### Pin map, run 1

(12 px per um) Pins as bars across the die edge, other pins in grey.
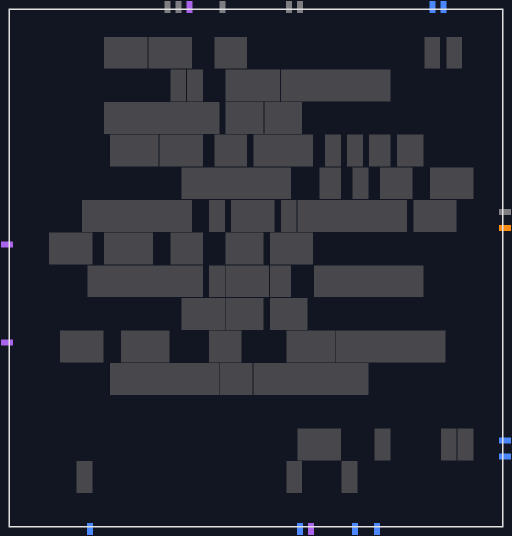
### Metal 2, run 1

(12 px per um)
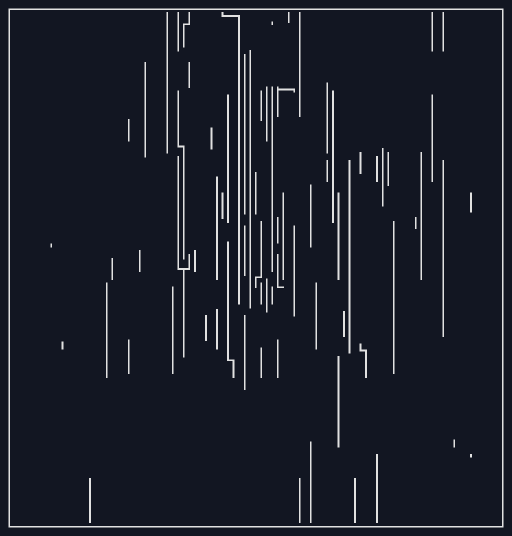
### Wires at chosen ports, followed through buffers, run 1

(6 px per um)
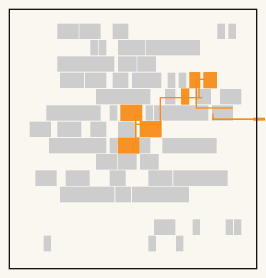
## src/rtl/seq_detect_param.sv

```systemverilog
// Parametrised Mealy serial-pattern detector with a runtime-loadable pattern.
// Define SEQ_DET_CNT_EN to build the saturating match counter; otherwise match_cnt is tied to 0.
module seq_detect_param #(
    parameter int                 PAT_LEN = 4,
    parameter logic [PAT_LEN-1:0] PATTERN = 4'b1011,
    parameter bit                 OVERLAP = 1'b1,
    parameter int                 COUNT_W = 8
) (
    input  logic               clk,
    input  logic               rst,
    input  logic               din,
    input  logic               din_valid,
    input  logic               pat_load,
    input  logic [PAT_LEN-1:0] pat_in,
    output logic               dout,
    output logic               dout_q,
    output logic [COUNT_W-1:0] match_cnt
);

    localparam int                FILL_W   = $clog2(PAT_LEN);
    localparam logic [FILL_W-1:0] FILL_MAX = FILL_W'(PAT_LEN - 1);

    logic [PAT_LEN-2:0] hist_q, hist_d;
    logic [FILL_W-1:0]  fill_q, fill_d;
    logic [PAT_LEN-1:0] pat_q, pat_d;
    logic [PAT_LEN-1:0] window;
    logic               shiftEn;

    assign shiftEn = din_valid & ~pat_load;
    assign window  = {hist_q, din};
    assign dout    = shiftEn && (fill_q == FILL_MAX) && (window == pat_q);

    // fill doubles as the state: it counts how many history bits are trustworthy.
    always_comb begin
        hist_d = hist_q;
        fill_d = fill_q;
        pat_d  = pat_q;
        if (pat_load) begin
            pat_d  = pat_in;
            hist_d = '0;
            fill_d = '0;
        end else if (din_valid) begin
            if (!OVERLAP && dout) begin
                hist_d = '0;
                fill_d = '0;
            end else begin
                hist_d = window[PAT_LEN-2:0];
                fill_d = (fill_q == FILL_MAX) ? FILL_MAX : fill_q + 1'b1;
            end
        end
    end

    always_ff @(posedge clk or posedge rst) begin
        if (rst) begin
            hist_q <= '0;
            fill_q <= '0;
            pat_q  <= PATTERN;
            dout_q <= 1'b0;
        end else begin
            hist_q <= hist_d;
            fill_q <= fill_d;
            pat_q  <= pat_d;
            dout_q <= dout;
        end
    end

`ifdef SEQ_DET_CNT_EN
    logic [COUNT_W-1:0] cnt_q;

    // Saturates at all-ones instead of wrapping; pattern reloads leave it alone.
    always_ff @(posedge clk or posedge rst) begin
        if (rst) begin
            cnt_q <= '0;
        end else if (dout && (cnt_q != {COUNT_W{1'b1}})) begin
            cnt_q <= cnt_q + 1'b1;
        end
    end

    assign match_cnt = cnt_q;
`else
    assign match_cnt = '0;
`endif

endmodule

```

## config.mk

```make
export PLATFORM = sky130hd
export DESIGN_NAME = seq_detect_param
export DESIGN_NICKNAME = d
export VERILOG_FILES = /design/src/rtl/seq_detect_param.sv
export SDC_FILE = /design/constraint.sdc
export NUM_CORES = 1
export LEC_CHECK = 0
export CAP_MARGIN = 20
export CORE_AREA = 2 2 39 41
export DETAILED_ROUTE_END_ITERATION = 8
export DIE_AREA = 0 0 41 43
export PLACE_DENSITY = 0.75
export SLEW_MARGIN = 25
export SYNTH_ARGS = -nofsm -noshare
export SYNTH_HDL_FRONTEND = slang
export SYNTH_SLANG_ARGS = --single-unit
```

## constraint.sdc

```tcl
create_clock -name clk -period 2.31 [get_ports clk]
set_input_delay 0.462 -clock clk [delete_from_list [all_inputs] [get_ports clk]]
set_output_delay 0.462 -clock clk [all_outputs]
set_load 0.005 [all_outputs]
```

==> results.py, run 1 <==
# Auto-generated metrics
metrics = {
    "critical_path": {
        "critical_path_class": "in2out",
        "critPathArrivalTime_ns": 1.61,
        "cp.required_ns": 1.85,
        "endpoint": "dout",
        "reg2reg_slack_ns": 1.30,
        "worst-path-stages": 4,
        "crit_path_top_delay_cell": "clkdlybuf4s50_1",
    },
    "final_layout": {
        "area_delta_synth_final_pct": 21.2,
        "bufAreaShareNonClock_pct": 19.1,
        "largest_register_ffs": 4,
        "design.seq.count": 10,
        "logic_gate_count": 31,
        "inv_count": 1,
        "clock_area_share_pct": 4.13,
        "largest_class": "sequential cells",
        "final_cells": 75,
        "clkbuf_count": 4,
        "reg_top3": "pat_q (4), hist_q (3), fill_q (2)",
        "stdcell_area_um2": 636,
        "comb_area_um2": 210,
        "final_util_pct": 45.9,
    },
    "grt": {
        "use_met1_pct": 13.2,
        "grt-busiest-layer": "met2",
        "grt_util_met3_pct": 1.57,
        "grt_pass1_wl_mm": 1.38,
        "antenna_found_initial": 0,
        "grtUsageTotal_pct": 12.2,
        "globalRouteOverflowTotal": 0,
    },
    "clock_network": {
        "post-cts-setup-buffers": 0,
        "cts_buffer_depth": 2,
        "clock.latency.late_pin_ns": 0.26,
        "cts_buffers": 3,
        "cts_hold_buf": 0,
        "path_clk_slew_ns": 0.07,
    },
    "final_timing": {
        "setup_viol": 0,
        "rsz0062_at_grt": "false",
        "max_freq_mhz": 482,
        "finalCriticalPeriod_ns": 2.08,
    },
    "yosys": {
        "ys_seq_share_pct": 48.4,
        "xor_share_pct": 6.68,
        "syn_area_per_cell_um2": 11.7,
        "top_logic_kind": "buffers and inverters",
        "synth_flops": 10,
        "ys_top_cells_by_count": "buf_4 (8), dfrtp_1 (7), nor2_1 (6)",
        "mux_area_share_pct": 14.3,
        "synth_top_cell_by_count": "buf_4",
        "yosysTopAreaCellShare_pct": 33.4,
        "synth_warnings": 0,
        "yosys_area_um2": 524,
        "yosys.area_share.adder_pct": 0,
        "ys_cells": 45,
        "flop_cell": "dfrtp_1",
        "topCellsByArea": "dfrtp_1 (33%), dfstp_2 (15%), buf_4 (11%)",
    },
    "floorplanning": {
        "die_h_um": 43,
        "fp_util_pct": 37.9,
        "tap_cells": 16,
        "coreArea_mm2": 0.00138,
        "ioPinCount": 19,
        "rows": 14,
    },
    "detailed_routing": {
        "postRouteAntennaNets": 0,
        "totalWireLength_um": 815,
        "wl_met2_um": 425,
        "wl_met1_um": 340,
        "post_drt_wl_per_cell_um": 10.9,
        "route.met3.wl_um": 26,
    },
    "run_status": {
        "outcome": "finished clean",
    },
    "placement": {
        "gp_congestion": 0.651,
        "dp_hpwl_um": 641,
    },
    "worst_hold_path": {
        "hp-class": "in2async",
    },
    "pwr": {
        "powerDensity_mw_per_mm2": 596,
        "p_seq_mw": 0.200,
        "maxPowerGroup": "registers",
    },
    "job": {
        "warnings": 26,
    },
}
About 'Pin map':
| colour | port | pins | direction | edge |
|---|---|---|---|---|
| purple | `pat_in` | 4 | input | 2 left, 1 top, 1 bottom |
| blue | `match_cnt` | 8 | output | 4 bottom, 2 top, 2 right |
| orange | `din_valid` | 1 | input | right |
all pins by edge: 8 top, 5 bottom, 4 right, 2 left

About 'Metal 2':
share of all routed wire: 52%
longest straight run: 24.0 um

About 'Wires at chosen ports, followed through buffers':
| colour | port | bits | direction | end cells | buffers | wire |
|---|---|---|---|---|---|---|
| orange | `din_valid` | 1 | input | 6 | 2 | 47.7 um |

## Run 2: what changed since run 1
HOLD_SLACK_MARGIN = 0.08   (was default)
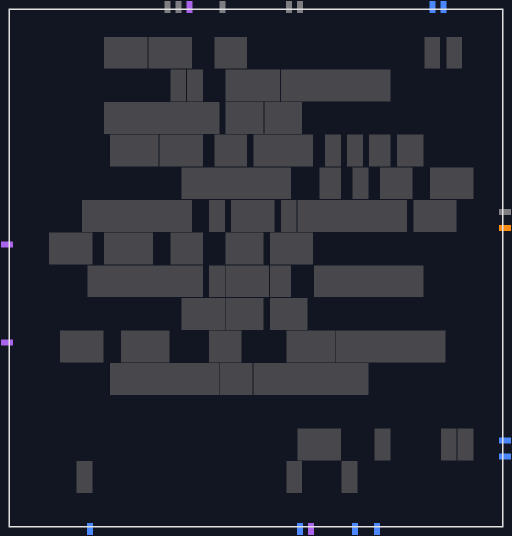
*Pin map, run 2*
(12 px per um) Pins as bars across the die edge, other pins in grey.
| colour | port | pins | direction | edge |
|---|---|---|---|---|
| purple | `pat_in` | 4 | input | 2 left, 1 top, 1 bottom |
| orange | `din_valid` | 1 | input | right |
| blue | `match_cnt` | 8 | output | 4 bottom, 2 top, 2 right |

==> results.py, run 2 <==
# Auto-generated metrics
metrics = {
    "run_status": {
        "outcome": "finished clean",
    },
    "detailed_routing": {
        "totalWireLength_um": 815,
        "route.met3.wl_um": 26,
        "wl_met2_um": 425,
        "post_drt_wl_per_cell_um": 10.9,
        "wl_met1_um": 340,
        "drt_pass1_iterations": 4,
        "postRouteAntennaNets": 0,
    },
    "floorplanning": {
        "die_h_um": 43,
        "coreArea_mm2": 0.00138,
        "ioPinCount": 19,
        "dieWidth_um": 41,
        "fp_util_pct": 37.9,
        "tap_cells": 16,
        "rows": 14,
    },
    "yosys": {
        "top_logic_kind": "buffers and inverters",
        "topCellsByArea": "dfrtp_1 (33%), dfstp_2 (15%), buf_4 (11%)",
        "syn_area_per_cell_um2": 11.7,
        "yosys.area_share.adder_pct": 0,
        "ys_seq_share_pct": 48.4,
        "yosysTopAreaCellShare_pct": 33.4,
        "syn_area_um2": 524,
        "mux_area_share_pct": 14.3,
        "ys_cells": 45,
        "yosys_area_um2": 524,
        "flop_cell": "dfrtp_1",
        "synth_warnings": 0,
        "ys_top_cells_by_count": "buf_4 (8), dfrtp_1 (7), nor2_1 (6)",
        "synth_top_cell_by_count": "buf_4",
        "synth_flops": 10,
        "xor_share_pct": 6.68,
    },
    "worst_hold_path": {
        "hp-class": "in2async",
    },
    "final_timing": {
        "rsz0062_at_grt": "false",
        "hold_ws_ns": 0.469,
        "setup_viol": 0,
        "max_freq_mhz": 482,
        "finalCriticalPeriod_ns": 2.08,
    },
    "final_layout": {
        "logic_gate_count": 31,
        "final_cells": 75,
        "largest_register_ffs": 4,
        "antenna_cells": 0,
        "largest_class": "sequential cells",
        "inv_count": 1,
        "design.seq.count": 10,
        "comb_area_um2": 210,
        "bufAreaShareNonClock_pct": 19.1,
        "reg_top3": "pat_q (4), hist_q (3), fill_q (2)",
        "final_util_pct": 45.9,
        "clkbuf_count": 4,
        "stdcell_area_um2": 636,
        "clock_area_share_pct": 4.13,
        "area_delta_synth_final_pct": 21.2,
    },
    "clock_network": {
        "cts_buffer_depth": 2,
        "path_clk_slew_ns": 0.07,
        "cts_buffers": 3,
        "clock.latency.late_pin_ns": 0.26,
        "post-cts-setup-buffers": 0,
        "cts_hold_buf": 0,
        "root_buffer": "clkbuf_4",
    },
    "placement": {
        "dp_hpwl_um": 641,
        "gp_congestion": 0.651,
    },
    "grt": {
        "antenna_found_initial": 0,
        "grt-busiest-layer": "met2",
        "grtUsageTotal_pct": 12.2,
        "use_met1_pct": 13.2,
        "grt_pass1_wl_mm": 1.38,
        "globalRouteOverflowTotal": 0,
        "grt_util_met3_pct": 1.57,
    },
    "critical_path": {
        "critPathArrivalTime_ns": 1.61,
        "reg2reg_slack_ns": 1.30,
        "cp.required_ns": 1.85,
        "startpoint_type": "primary input",
        "critPathMaxStageDelay_ns": 0.45,
        "critical_path_class": "in2out",
        "worst-path-stages": 4,
        "endpoint": "dout",
        "crit_path_top_delay_cell": "clkdlybuf4s50_1",
    },
    "pwr": {
        "p_seq_mw": 0.200,
        "combPwrFrac_pct": 14.8,
        "maxPowerGroup": "registers",
        "power.total_mw": 0.379,
        "powerDensity_mw_per_mm2": 596,
        "combinationalPower_mw": 0.0562,
    },
    "job": {
        "warnings": 26,
    },
}
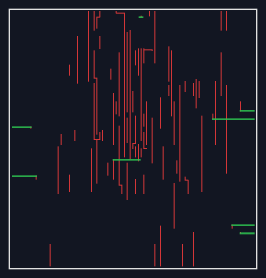
*Signal wires by layer, run 2*
(6 px per um) Two of the layers only.
| colour | layer | wire length |
|---|---|---|
| red | metal 2 | 426 um |
| green | metal 3 | 26.2 um |

Power and IR drop assume default switching activity.
